run_1/closeup.png
Window x 8 to 33, y 2 to 27 um. Cells in grey, sequential cells in the stronger grey; small squares are vias.
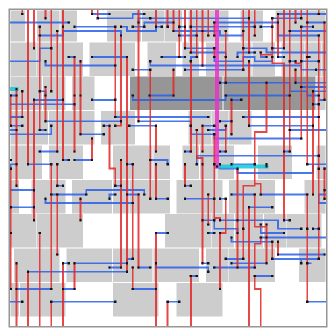
run_1/congestion_map.png
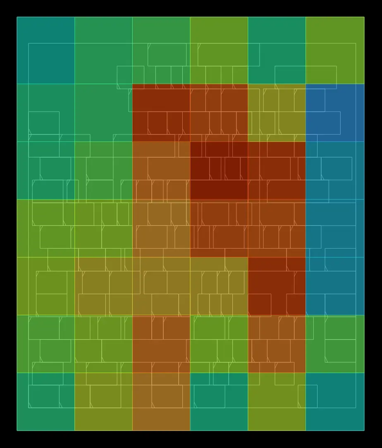
run_1/gates.png
(6 px per um)
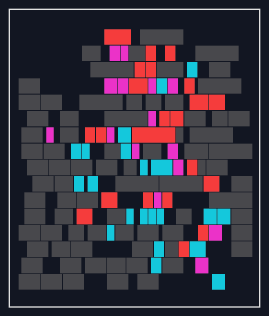
`src/rtl/pipeline_hazard_ctrl_if.sv`:
```
// Hazard-control bundle between the pipeline datapath and the stall/flush sequencer.
// The master side is the sequencer; the slave side is the datapath.
interface pipeline_hazard_ctrl_if;
  logic [4:0] IF_ID_rs1;
  logic [4:0] IF_ID_rs2;
  logic [4:0] ID_EX_rd;
  logic       ID_EX_MemRead;
  logic       EX_MEM_Branch;
  logic       EX_MEM_zero;
  logic       EX_MEM_MemRead;
  logic       EX_MEM_MemWrite;
  logic       mem_ready;
  logic       mem_req;
  logic       pc_write;
  logic       pc_src;
  logic       IF_ID_write;
  logic       IF_ID_flush;
  logic       ID_EX_bubble;
  logic       ID_EX_hold;
  logic       ID_EX_flush;
  logic       EX_MEM_hold;
  logic       EX_MEM_flush;
  logic       mem_err;
  logic [1:0] ctrl_state;

  modport master (
    input  IF_ID_rs1, IF_ID_rs2, ID_EX_rd, ID_EX_MemRead,
    input  EX_MEM_Branch, EX_MEM_zero, EX_MEM_MemRead, EX_MEM_MemWrite, mem_ready,
    output mem_req, pc_write, pc_src, IF_ID_write, IF_ID_flush,
    output ID_EX_bubble, ID_EX_hold, ID_EX_flush, EX_MEM_hold, EX_MEM_flush,
    output mem_err, ctrl_state
  );

  modport slave (
    output IF_ID_rs1, IF_ID_rs2, ID_EX_rd, ID_EX_MemRead,
    output EX_MEM_Branch, EX_MEM_zero, EX_MEM_MemRead, EX_MEM_MemWrite, mem_ready,
    input  mem_req, pc_write, pc_src, IF_ID_write, IF_ID_flush,
    input  ID_EX_bubble, ID_EX_hold, ID_EX_flush, EX_MEM_hold, EX_MEM_flush,
    input  mem_err, ctrl_state
  );
endinterface

```
`src/rtl/pipeline_hazard_ctrl.sv`:
```
// Stall/flush sequencer for the 5-stage pipeline: load-use, taken branch, memory wait, timeout.
// Defining HAZARD_PERF_CNT_EN adds saturating stall/flush/mem-wait performance counters.
module pipeline_hazard_ctrl #(
  parameter int unsigned MEM_TIMEOUT = 15
`ifdef HAZARD_PERF_CNT_EN
  , parameter int unsigned CNT_W = 32
`endif
) (
  input  logic clk,
  input  logic reset,
  pipeline_hazard_ctrl_if.master hz
`ifdef HAZARD_PERF_CNT_EN
  , output logic [CNT_W-1:0] stall_cycles
  , output logic [CNT_W-1:0] flush_count
  , output logic [CNT_W-1:0] mem_wait_cycles
`endif
);
  localparam int unsigned WAIT_W = 8;
  localparam logic [WAIT_W-1:0] TIMEOUT = WAIT_W'(MEM_TIMEOUT);

  typedef enum logic [1:0] {
    RUN      = 2'd0,
    MEM_WAIT = 2'd1,
    ERROR    = 2'd2
  } state_t;

  state_t            state_q, state_d;
  logic [WAIT_W-1:0] wait_q, wait_d;
  logic              err_q, err_d;

  logic mem_access, taken, load_use, free_c;
  logic mem_req_c, pc_write_c, pc_src_c, if_id_write_c, if_id_flush_c;
  logic id_ex_bubble_c, id_ex_hold_c, id_ex_flush_c, ex_mem_hold_c, ex_mem_flush_c;

  assign mem_access = hz.EX_MEM_MemRead | hz.EX_MEM_MemWrite;
  assign taken      = hz.EX_MEM_Branch & hz.EX_MEM_zero;
  assign load_use   = hz.ID_EX_MemRead && (hz.ID_EX_rd != 5'd0) &&
                      ((hz.ID_EX_rd == hz.IF_ID_rs1) || (hz.ID_EX_rd == hz.IF_ID_rs2));

  // State, wait counter and sticky timeout flag
  always_ff @(posedge clk) begin
    if (reset) begin
      state_q <= RUN;
      wait_q  <= '0;
      err_q   <= 1'b0;
    end else begin
      state_q <= state_d;
      wait_q  <= wait_d;
      err_q   <= err_d;
    end
  end

  // Next-state and zero-latency control decode
  always_comb begin
    state_d        = state_q;
    wait_d         = wait_q;
    err_d          = err_q;
    free_c         = 1'b0;
    mem_req_c      = 1'b0;
    pc_write_c     = 1'b0;
    pc_src_c       = 1'b0;
    if_id_write_c  = 1'b0;
    if_id_flush_c  = 1'b0;
    id_ex_bubble_c = 1'b0;
    id_ex_hold_c   = 1'b0;
    id_ex_flush_c  = 1'b0;
    ex_mem_hold_c  = 1'b0;
    ex_mem_flush_c = 1'b0;

    if (!reset) begin
      case (state_q)
        RUN: begin
          if (mem_access) begin
            mem_req_c = 1'b1;
            if (hz.mem_ready) begin
              free_c = 1'b1;
            end else begin
              id_ex_hold_c  = 1'b1;
              ex_mem_hold_c = 1'b1;
              state_d       = MEM_WAIT;
              wait_d        = WAIT_W'(1);
            end
          end else begin
            free_c = 1'b1;
          end
        end
        MEM_WAIT: begin
          mem_req_c = 1'b1;
          if (hz.mem_ready) begin
            free_c  = 1'b1;
            state_d = RUN;
            wait_d  = '0;
          end else begin
            id_ex_hold_c  = 1'b1;
            ex_mem_hold_c = 1'b1;
            if (wait_q == TIMEOUT) begin
              state_d = ERROR;
              err_d   = 1'b1;
            end else begin
              wait_d = wait_q + WAIT_W'(1);
            end
          end
        end
        ERROR: begin
          // Whole pipeline stays frozen until reset
          id_ex_hold_c  = 1'b1;
          ex_mem_hold_c = 1'b1;
        end
        default: begin
          state_d = ERROR;
          err_d   = 1'b1;
        end
      endcase

      // Pipeline advances; a taken branch flush overrides a load-use bubble
      if (free_c) begin
        pc_write_c    = 1'b1;
        if_id_write_c = 1'b1;
        if (taken) begin
          pc_src_c       = 1'b1;
          if_id_flush_c  = 1'b1;
          id_ex_flush_c  = 1'b1;
          ex_mem_flush_c = 1'b1;
        end else if (load_use) begin
          pc_write_c     = 1'b0;
          if_id_write_c  = 1'b0;
          id_ex_bubble_c = 1'b1;
        end
      end
    end
  end

  assign hz.mem_req      = mem_req_c;
  assign hz.pc_write     = pc_write_c;
  assign hz.pc_src       = pc_src_c;
  assign hz.IF_ID_write  = if_id_write_c;
  assign hz.IF_ID_flush  = if_id_flush_c;
  assign hz.ID_EX_bubble = id_ex_bubble_c;
  assign hz.ID_EX_hold   = id_ex_hold_c;
  assign hz.ID_EX_flush  = id_ex_flush_c;
  assign hz.EX_MEM_hold  = ex_mem_hold_c;
  assign hz.EX_MEM_flush = ex_mem_flush_c;
  assign hz.mem_err      = ~reset & err_q;
  assign hz.ctrl_state   = reset ? 2'd0 : 2'(state_q);

`ifdef HAZARD_PERF_CNT_EN
  // Saturating performance counters, frozen once the controller is in ERROR
  always_ff @(posedge clk) begin
    if (reset) begin
      stall_cycles    <= '0;
      flush_count     <= '0;
      mem_wait_cycles <= '0;
    end else if (state_q != ERROR) begin
      if (!pc_write_c && (stall_cycles != '1))
        stall_cycles <= stall_cycles + CNT_W'(1);
      if (pc_src_c && (flush_count != '1))
        flush_count <= flush_count + CNT_W'(1);
      if ((state_q == MEM_WAIT) && (mem_wait_cycles != '1))
        mem_wait_cycles <= mem_wait_cycles + CNT_W'(1);
    end
  end
`endif

endmodule

```
`src/flat_wrapper.sv`:
```
// flat-port wrapper written by rule: the top's interface ports become plain ports
module pipeline_hazard_ctrl_flat 
#(
  parameter int unsigned MEM_TIMEOUT = 15

)
  (clk, reset, hz_IF_ID_rs1, hz_IF_ID_rs2, hz_ID_EX_rd, hz_ID_EX_MemRead, hz_EX_MEM_Branch, hz_EX_MEM_zero, hz_EX_MEM_MemRead, hz_EX_MEM_MemWrite, hz_mem_ready, hz_mem_req, hz_pc_write, hz_pc_src, hz_IF_ID_write, hz_IF_ID_flush, hz_ID_EX_bubble, hz_ID_EX_hold, hz_ID_EX_flush, hz_EX_MEM_hold, hz_EX_MEM_flush, hz_mem_err, hz_ctrl_state);
  pipeline_hazard_ctrl_if hz_i ();
  input  logic clk;
  input  logic reset;
  input wire logic [$bits(hz_i.IF_ID_rs1)-1:0] hz_IF_ID_rs1;
  input wire logic [$bits(hz_i.IF_ID_rs2)-1:0] hz_IF_ID_rs2;
  input wire logic [$bits(hz_i.ID_EX_rd)-1:0] hz_ID_EX_rd;
  input wire logic [$bits(hz_i.ID_EX_MemRead)-1:0] hz_ID_EX_MemRead;
  input wire logic [$bits(hz_i.EX_MEM_Branch)-1:0] hz_EX_MEM_Branch;
  input wire logic [$bits(hz_i.EX_MEM_zero)-1:0] hz_EX_MEM_zero;
  input wire logic [$bits(hz_i.EX_MEM_MemRead)-1:0] hz_EX_MEM_MemRead;
  input wire logic [$bits(hz_i.EX_MEM_MemWrite)-1:0] hz_EX_MEM_MemWrite;
  input wire logic [$bits(hz_i.mem_ready)-1:0] hz_mem_ready;
  output wire logic [$bits(hz_i.mem_req)-1:0] hz_mem_req;
  output wire logic [$bits(hz_i.pc_write)-1:0] hz_pc_write;
  output wire logic [$bits(hz_i.pc_src)-1:0] hz_pc_src;
  output wire logic [$bits(hz_i.IF_ID_write)-1:0] hz_IF_ID_write;
  output wire logic [$bits(hz_i.IF_ID_flush)-1:0] hz_IF_ID_flush;
  output wire logic [$bits(hz_i.ID_EX_bubble)-1:0] hz_ID_EX_bubble;
  output wire logic [$bits(hz_i.ID_EX_hold)-1:0] hz_ID_EX_hold;
  output wire logic [$bits(hz_i.ID_EX_flush)-1:0] hz_ID_EX_flush;
  output wire logic [$bits(hz_i.EX_MEM_hold)-1:0] hz_EX_MEM_hold;
  output wire logic [$bits(hz_i.EX_MEM_flush)-1:0] hz_EX_MEM_flush;
  output wire logic [$bits(hz_i.mem_err)-1:0] hz_mem_err;
  output wire logic [$bits(hz_i.ctrl_state)-1:0] hz_ctrl_state;
  assign hz_i.IF_ID_rs1 = hz_IF_ID_rs1;
  assign hz_i.IF_ID_rs2 = hz_IF_ID_rs2;
  assign hz_i.ID_EX_rd = hz_ID_EX_rd;
  assign hz_i.ID_EX_MemRead = hz_ID_EX_MemRead;
  assign hz_i.EX_MEM_Branch = hz_EX_MEM_Branch;
  assign hz_i.EX_MEM_zero = hz_EX_MEM_zero;
  assign hz_i.EX_MEM_MemRead = hz_EX_MEM_MemRead;
  assign hz_i.EX_MEM_MemWrite = hz_EX_MEM_MemWrite;
  assign hz_i.mem_ready = hz_mem_ready;
  assign hz_mem_req = hz_i.mem_req;
  assign hz_pc_write = hz_i.pc_write;
  assign hz_pc_src = hz_i.pc_src;
  assign hz_IF_ID_write = hz_i.IF_ID_write;
  assign hz_IF_ID_flush = hz_i.IF_ID_flush;
  assign hz_ID_EX_bubble = hz_i.ID_EX_bubble;
  assign hz_ID_EX_hold = hz_i.ID_EX_hold;
  assign hz_ID_EX_flush = hz_i.ID_EX_flush;
  assign hz_EX_MEM_hold = hz_i.EX_MEM_hold;
  assign hz_EX_MEM_flush = hz_i.EX_MEM_flush;
  assign hz_mem_err = hz_i.mem_err;
  assign hz_ctrl_state = hz_i.ctrl_state;
  pipeline_hazard_ctrl #(.MEM_TIMEOUT(MEM_TIMEOUT)) u_core (.clk(clk), .reset(reset), .hz(hz_i));
endmodule
```
`config.mk`:
```
export PLATFORM = sky130hd
export DESIGN_NAME = pipeline_hazard_ctrl_flat
export DESIGN_NICKNAME = d
export VERILOG_FILES = /design/src/rtl/pipeline_hazard_ctrl_if.sv /design/src/rtl/pipeline_hazard_ctrl.sv /design/src/flat_wrapper.sv
export SDC_FILE = /design/constraint.sdc
export NUM_CORES = 1
export LEC_CHECK = 0
export CORE_ASPECT_RATIO = 1.2
export CORE_UTILIZATION = 44
export CTS_CLUSTER_DIAMETER = 100
export CTS_CLUSTER_SIZE = 24
export DETAILED_ROUTE_END_ITERATION = 6
export PLACE_DENSITY = 0.83
export SLEW_MARGIN = 10
export SYNTH_ARGS = -nofsm -noshare
export SYNTH_HDL_FRONTEND = slang
export SYNTH_SLANG_ARGS = --single-unit
export TNS_END_PERCENT = 20
```
`constraint.sdc`:
```
create_clock -name clk -period 4.3 [get_ports clk]
set_input_delay 0.86 -clock clk [delete_from_list [all_inputs] [get_ports clk]]
set_output_delay 0.86 -clock clk [all_outputs]
set_load 0.01 [all_outputs]
```
==> run_results.csv, run 1 <==
group,metric,value,unit
power,power_switching,64.3,uW
cells_and_area,comb_area,553,um^2
critical_path,crit_type,"primary input to output pin",
power,pwr-share-comb,26.8,%
synth,syn_area,823,um^2
synth,postSynth.asyncResetShare,0,%
clock_network,cts.sinks,11,
floorplanning,floorplan.tapcells,18,
sta,final_cycle_utilization_of_the_critical_path,84.8,%
clock_network,cts_tree,"built",
cells_and_area,post_route_cells_drive_above_1_share,8.89,%
route,postRouteAntennaNets,0,
synth,synth-seq-cells,11,
synth,yosys-stat-cells,102,
critical_path,critical_path_cell_count,5,
critical_path,path_max_fanout,3,
route,route.detailed.drc,0,
synth,top_cell,"sky130_fd_sc_hd__dfxtp_1",
clock_network,cts.hold.buffers_added,0,
cells_and_area,instances_no_fill,153,
global_routing,grt_overflow,0,
sta,tightestPinTransition,0.594,ns
cells_and_area,largest_registers,"u_core.wait_q (8), u_core.state_q (2), u_core.err_q (1)",
job,maxCapViolCount,0,
critical_path,path_cells,"clkdlybuf4s50_1 > or4_1 > o211ai_1 > o21ba_2 > clkdlybuf4s50_1",
synth,synthDistinctLibCells,39,
synth,synth.cellmix.simpleShare,29.8,%
critical_path,r2r.worst_path.cells,5,
synth,synth-edff-count,0,
critical_path,critical_path.startpoint_type,"primary input",
clock_network,clock_transition_at_the_registers_of_the_reported_paths,0.07,ns
critical_path,cp_top_family,"buffers and inverters",
worst_hold_path,worst_hold_path_startpoint,"u_core.wait_q[6]$_SDFFE_PP0P_",
floorplanning,design.core.area,0.00170,mm^2
placed_design,routabilityCongestion,0.805,
critical_path,crit_path_end_kind,"output pin",
synth,synth-adder-area-share,1.52,%
worst_hold_path,hold_path_class,"flop to flop",
cells_and_area,mostFrequentLayoutCell,"sky130_fd_sc_hd__clkdlybuf4s50_1",
synth,netlist.area_leader.share,26.7,%
synth,synth_sequential_area_ratio,26.7,%
power,p_comb,64.9,uW
cells_and_area,layout.buffer.nonclock.area_share,30.2,%
cells_and_area,layout.non_clock_buffers,36,
critical_path,setup.worst_path.start,"hz_ID_EX_rd[1]",
sta,worst_clock_skew,0.00133,ns
synth,synth_cells,102,
synth,top_reg_cell_synth,"sky130_fd_sc_hd__dfxtp_1",
sta,grt_setup_unrepaired,"no",
cells_and_area,largest_register_ff_count,8,
critical_path,regToRegEndpoint,"u_core.wait_q[6]$_SDFFE_PP0P_",
route,routed.top_layer,"met4",
power,pwr-share-clk,29.2,%
power,clockNetworkPower,70.7,uW
synth,synth.cellmix.compoundShare,25.2,%
power,total_leakage_power,0.000422,uW
floorplanning,die_width,41.5,um
outcome,outcome,"finished, final reports clean",
synth,mean_post_synth_cell_area,8.07,um^2
clock_network,cts-root-to-sink-buffers,2,
floorplanning,std_cell_rows,16,
synth,area_leaders,"sky130_fd_sc_hd__dfxtp_1 (27%), sky130_fd_sc_hd__xor2_1 (11%), sky130_fd_sc_hd__o21ai_0 (5.5%)",
critical_path,cp_num_buf_inv,2,
placed_design,postPlaceCellArea,0.00116,mm^2
power,sequential_fraction_of_design_power,43.9,%
critical_path,required,3.44,ns
critical_path,worstSetupEndpoint,"hz_pc_write",
clock_network,clk-insertion-delay-late,0.27,ns
synth,post_synth_most_frequent_cells,"sky130_fd_sc_hd__dfxtp_1 (11), sky130_fd_sc_hd__xor2_1 (10), sky130_fd_sc_hd__o21ai_0 (9), sky130_fd_sc_hd__nor3_1 (8)",
cells_and_area,antenna-diode-count,0,
cells_and_area,largest_cell_class,"combinational gates",
critical_path,worst_path_most_repeated_cell,"sky130_fd_sc_hd__clkdlybuf4s50_1",
synth,ys_sh_xor,10.6,%
cells_and_area,top_register,"u_core.wait_q",
placed_design,pre_cts_ws,0.641,ns
worst_hold_path,hold_path_depth,2,
power,largestPowerGroup,"sequential cells",
cells_and_area,n_all_inverters,1,
clock_network,postCtsResizedCells,0,
floorplanning,die_area,0.00205,mm^2
critical_path,cp.arrival,2.79,ns
floorplanning,io_pins,36,
cells_and_area,area.sequential,220,um^2
sta,hold_ws,0.528,ns
power,cellPowerDensity,204,mW/mm^2
synth,synthesis.nets,126,
cells_and_area,final_area,0.00118,mm^2
synth,post_synth_main_logic_family,"simple AND/OR/NAND/NOR gates",
synth,muxShareOfSynthArea,0,%
route,routed-via-count,898,
## Picture notes: closeup.png
Key: M3 = cyan; M1 = blue; M4 = magenta; M2 = red
Most frequent: clkdlybuf4s50_1 (13), xor2_1 (8), nor2_1 (7). Netlist names of flops here include u_core.state_q (2). 60 logic cells have their middle in the window. Sequential cells in the window: 2.

## Picture notes: congestion_map.png
met1 demand-to-capacity share in global routing: 24.6%
met2 demand-to-capacity share in global routing: 42.7%
WL/cell: 13.6 um
GRT Overall Usage: 22.9%

## Picture notes: gates.png
Key: nor cells = cyan [cells 21, most used nor3_1]; nand cells = magenta [cells 15, most used nand2_1]; aoi and oai cells = red [cells 22, most used o21ai_0]

run_1/pinout.png
(10 px per um) Pins as bars across the die edge, other pins in grey.
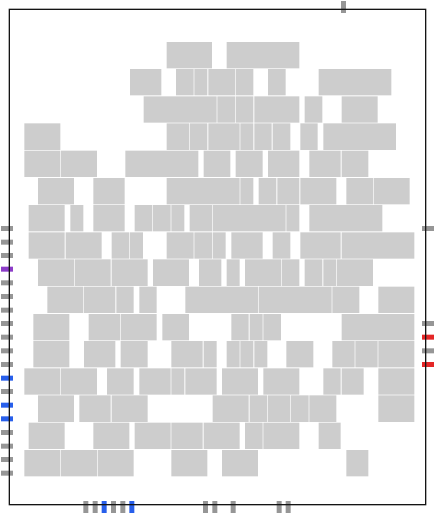

==> inputs of run 2 (changes only) <==
CORE_UTILIZATION = 41   (was 44)
PLACE_DENSITY = 0.78   (was 0.83)
clock period = 3.6 ns   (was 4.3 ns; I/O delays follow)
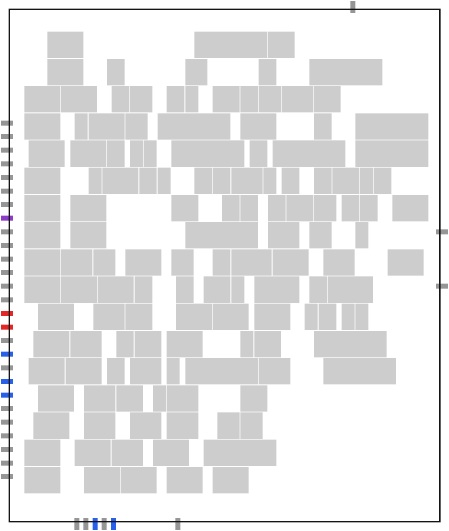
run_2/pinout.png
(10 px per um) Pins as bars across the die edge, other pins in grey.
Key: hz_IF_ID_rs1 = blue [pins 5, direction input, edge 3 left, 2 bottom]; hz_ctrl_state = red [pins 2, direction output, edge left]; hz_IF_ID_flush = purple [pins 1, direction output, edge left]
All pins by edge: 27 left, 6 bottom, 2 right, 1 top.

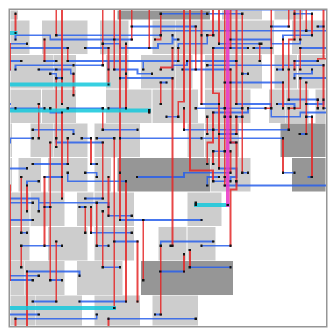
run_2/closeup.png
Window x 9 to 34, y 3 to 28 um. Cells in grey, sequential cells in the stronger grey; small squares are vias.
Key: M4 = magenta; M2 = red; M1 = blue; M3 = cyan
Netlist names of flops here include u_core.err_q (1), u_core.wait_q (1). Sequential cells in the window: 2. Most frequent: clkdlybuf4s50_1 (8), xor2_1 (6). 47 logic cells have their middle in the window.

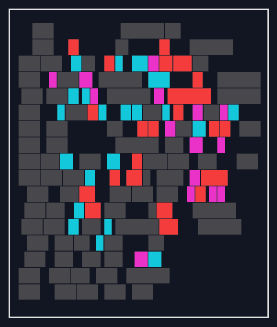
run_2/gates.png
(6 px per um)
Key: nand cells = magenta [cells 15, most used nand2_1]; nor cells = cyan [cells 21, most used nor3_1]; aoi and oai cells = red [cells 22, most used o21ai_0]

==> run 2 against run 1 <==
  * Sequential share of layout area barely moved
  * Global-route usage shrank 0.68 points
  * Critical path type unchanged
  * Utilization decreased by 6.3 points
  * Sequential power up 19%
  * Combinational power is about 20% higher
  * Area after synthesis did not move
  * Clock power rose by 22%
  * Non-clock buffer count did not move
  * Flip-flop count did not move
  * Final cell count increased by 0.65%
  * Highest routed layer unchanged
==> run_results.csv, run 2 <==
group,metric,value,unit
synth,synthDistinctLibCells,39,
synth,synthesis.nets,126,
cells_and_area,layout.non_clock_buffers,36,
critical_path,cp.arrival,2.63,ns
synth,postSynth.asyncResetShare,0,%
cells_and_area,largest_registers,"u_core.wait_q (8), u_core.state_q (2), u_core.err_q (1)",
synth,synth.cellmix.compoundShare,25.2,%
route,route.detailed.drc,0,
synth,top_cell,"sky130_fd_sc_hd__dfxtp_1",
clock_network,cts.hold.buffers_added,0,
global_routing,grt_overflow,0,
cells_and_area,seq_area_share,18.6,%
critical_path,cp_top_family,"buffers and inverters",
critical_path,path_cells,"clkdlybuf4s50_1 > or4_1 > o211ai_1 > o21ba_2 > clkdlybuf4s50_1",
critical_path,required,2.88,ns
floorplanning,die_width,42.9,um
cells_and_area,largest_cell_class,"combinational gates",
route,routed-via-count,907,
synth,area_leaders,"sky130_fd_sc_hd__dfxtp_1 (27%), sky130_fd_sc_hd__xor2_1 (11%), sky130_fd_sc_hd__o21ai_0 (5.5%)",
critical_path,cp_num_buf_inv,2,
placed_design,pre_cts_ws,0.248,ns
critical_path,setup.worst_path.start,"hz_ID_EX_rd[1]",
global_routing,grtUsageMet1,24.9,%
route,avgRoutedWirePerCell,13.9,um
clock_network,postCtsResizedCells,0,
floorplanning,std_cell_rows,17,
synth,post_synth_main_logic_family,"simple AND/OR/NAND/NOR gates",
placed_design,routabilityCongestion,0.842,
synth,syn_area,823,um^2
clock_network,clk-insertion-delay-late,0.28,ns
route,postRouteAntennaNets,0,
power,pwr-share-clk,29.7,%
synth,post_synth_most_frequent_cells,"sky130_fd_sc_hd__dfxtp_1 (11), sky130_fd_sc_hd__xor2_1 (10), sky130_fd_sc_hd__o21ai_0 (9), sky130_fd_sc_hd__nor3_1 (8)",
global_routing,grt.met2_usage,39.6,%
power,pwr-share-comb,26.8,%
power,power_switching,78.5,uW
floorplanning,io_pins,36,
critical_path,regToRegEndpoint,"u_core.wait_q[6]$_SDFFE_PP0P_",
cells_and_area,n_all_inverters,1,
sta,tightestPinTransition,0.615,ns
route,routed.top_layer,"met4",
critical_path,critical_path_cell_count,5,
synth,mean_post_synth_cell_area,8.07,um^2
power,largestPowerGroup,"sequential cells",
critical_path,worstSetupEndpoint,"hz_IF_ID_write",
floorplanning,design.core.area,0.00187,mm^2
critical_path,r2r.worst_path.cells,5,
synth,synth.cellmix.simpleShare,29.8,%
cells_and_area,instances_no_fill,154,
worst_hold_path,worst_hold_path_startpoint,"u_core.wait_q[1]$_SDFFE_PP0P_",
synth,top_reg_cell_synth,"sky130_fd_sc_hd__dfxtp_1",
clock_network,clock_transition_at_the_registers_of_the_reported_paths,0.07,ns
clock_network,cts-root-to-sink-buffers,2,
critical_path,worst_path_most_repeated_cell,"sky130_fd_sc_hd__clkdlybuf4s50_1",
synth,muxShareOfSynthArea,0,%
synth,netlist.area_leader.share,26.7,%
synth,synth-edff-count,0,
floorplanning,die_area,0.00219,mm^2
synth,synth_cells,102,
cells_and_area,post_route_cells_drive_above_1_share,8.89,%
placed_design,postPlaceCellArea,0.00116,mm^2
floorplanning,floorplan.tapcells,19,
worst_hold_path,hold_path_class,"flop to flop",
synth,yosys-stat-cells,102,
cells_and_area,mostFrequentLayoutCell,"sky130_fd_sc_hd__clkdlybuf4s50_1",
sta,hold_ws,0.530,ns
power,total_leakage_power,0.000422,uW
cells_and_area,layout.buffer.nonclock.area_share,30.2,%
cells_and_area,comb_area,553,um^2
critical_path,crit_type,"primary input to output pin",
cells_and_area,area.sequential,220,um^2
critical_path,critical_path.startpoint_type,"primary input",
synth,synth_sequential_area_ratio,26.7,%
cells_and_area,top_register,"u_core.wait_q",
sta,final_cycle_utilization_of_the_critical_path,93.0,%
job,maxCapViolCount,0,
outcome,outcome,"finished, final reports clean",
worst_hold_path,hold_path_depth,2,
cells_and_area,antenna-diode-count,0,
==> inputs of run 3 (changes only) <==
CTS_CLUSTER_DIAMETER = 150   (was 100)
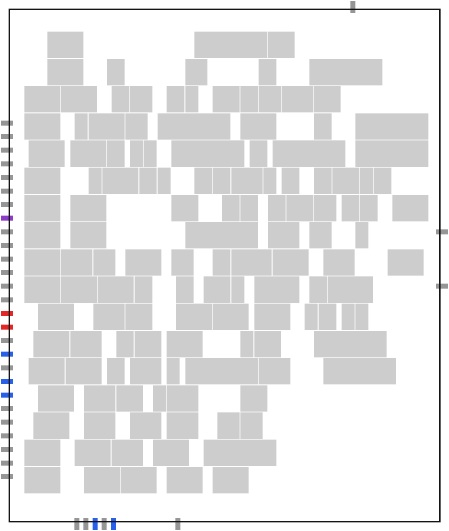
run_3/pinout.png
(10 px per um) Pins as bars across the die edge, other pins in grey.
Key: hz_IF_ID_rs1 = blue [pins 5, direction input, edge 3 left, 2 bottom]; hz_ctrl_state = red [pins 2, direction output, edge left]; hz_IF_ID_flush = purple [pins 1, direction output, edge left]

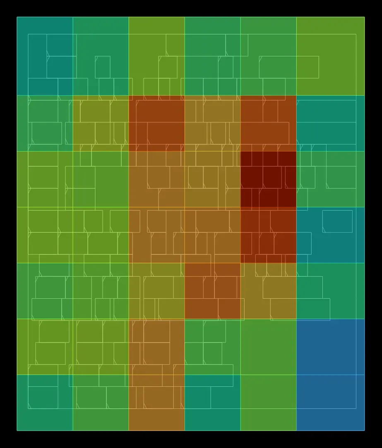
run_3/congestion_map.png
met1 demand-to-capacity share in global routing: 24.9%
WL/cell: 13.9 um

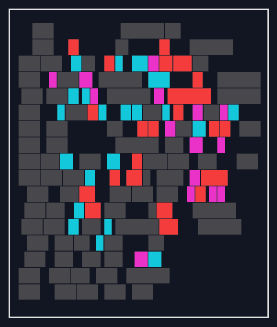
run_3/gates.png
(6 px per um)
Key: aoi and oai cells = red [cells 22, most used o21ai_0]; nor cells = cyan [cells 21, most used nor3_1]; nand cells = magenta [cells 15, most used nand2_1]

==> run 3 against run 2 <==
  * Utilization stayed put
  * Global-route usage stayed put
  * Synthesized cell count stayed put
  * Sequential power hardly changed
  * Final cell count stayed put
  * Critical path type unchanged
  * Register-to-register slack hardly changed
  * Wire length stayed put
  * First-iteration DRC count stayed put
  * Clock power hardly changed
  * Die size stayed put
==> run_results.csv, run 3 <==
group,metric,value,unit
outcome,outcome,"finished, final reports clean",
power,power_switching,78.5,uW
floorplanning,floorplan.tapcells,19,
cells_and_area,comb_area,553,um^2
route,routed-via-count,907,
placed_design,postPlaceCellArea,0.00116,mm^2
cells_and_area,post_route_cells_drive_above_1_share,8.89,%
floorplanning,die_area,0.00219,mm^2
cells_and_area,layout.non_clock_buffers,36,
critical_path,setup.worst_path.start,"hz_ID_EX_rd[1]",
synth,top_cell,"sky130_fd_sc_hd__dfxtp_1",
floorplanning,design.core.area,0.00187,mm^2
power,pwr-share-comb,26.8,%
route,postRouteAntennaNets,0,
critical_path,required,2.88,ns
cells_and_area,area.sequential,220,um^2
power,pwr-share-clk,29.7,%
cells_and_area,seq_area_share,18.6,%
synth,synth_cells,102,
synth,synth.cellmix.simpleShare,29.8,%
clock_network,postCtsResizedCells,0,
route,routed.top_layer,"met4",
worst_hold_path,worst_hold_path_startpoint,"u_core.wait_q[1]$_SDFFE_PP0P_",
synth,post_synth_main_logic_family,"simple AND/OR/NAND/NOR gates",
cells_and_area,top_register,"u_core.wait_q",
worst_hold_path,hold_path_class,"flop to flop",
cells_and_area,instances_no_fill,154,
cells_and_area,n_all_inverters,1,
cells_and_area,antenna-diode-count,0,
synth,netlist.area_leader.share,26.7,%
synth,mean_post_synth_cell_area,8.07,um^2
synth,yosys-stat-cells,102,
critical_path,path_cells,"clkdlybuf4s50_1 > or4_1 > o211ai_1 > o21ba_2 > clkdlybuf4s50_1",
critical_path,worstSetupEndpoint,"hz_IF_ID_write",
placed_design,routabilityCongestion,0.842,
synth,synth-edff-count,0,
synth,synth_sequential_area_ratio,26.7,%
cells_and_area,layout.buffer.nonclock.area_share,30.2,%
clock_network,cts-root-to-sink-buffers,2,
synth,post_synth_most_frequent_cells,"sky130_fd_sc_hd__dfxtp_1 (11), sky130_fd_sc_hd__xor2_1 (10), sky130_fd_sc_hd__o21ai_0 (9), sky130_fd_sc_hd__nor3_1 (8)",
critical_path,worst_path_most_repeated_cell,"sky130_fd_sc_hd__clkdlybuf4s50_1",
clock_network,clock_transition_at_the_registers_of_the_reported_paths,0.07,ns
synth,top_reg_cell_synth,"sky130_fd_sc_hd__dfxtp_1",
critical_path,cp_top_family,"buffers and inverters",
cells_and_area,mostFrequentLayoutCell,"sky130_fd_sc_hd__clkdlybuf4s50_1",
floorplanning,io_pins,36,
floorplanning,die_width,42.9,um
global_routing,grt_overflow,0,
job,maxCapViolCount,0,
power,total_leakage_power,0.000422,uW
route,route.detailed.drc,0,
critical_path,cp.arrival,2.63,ns
critical_path,critical_path.startpoint_type,"primary input",
critical_path,cp_num_buf_inv,2,
synth,synthDistinctLibCells,39,
synth,muxShareOfSynthArea,0,%
critical_path,regToRegEndpoint,"u_core.wait_q[6]$_SDFFE_PP0P_",
clock_network,clk-insertion-delay-late,0.28,ns
Power and IR drop assume default switching activity.
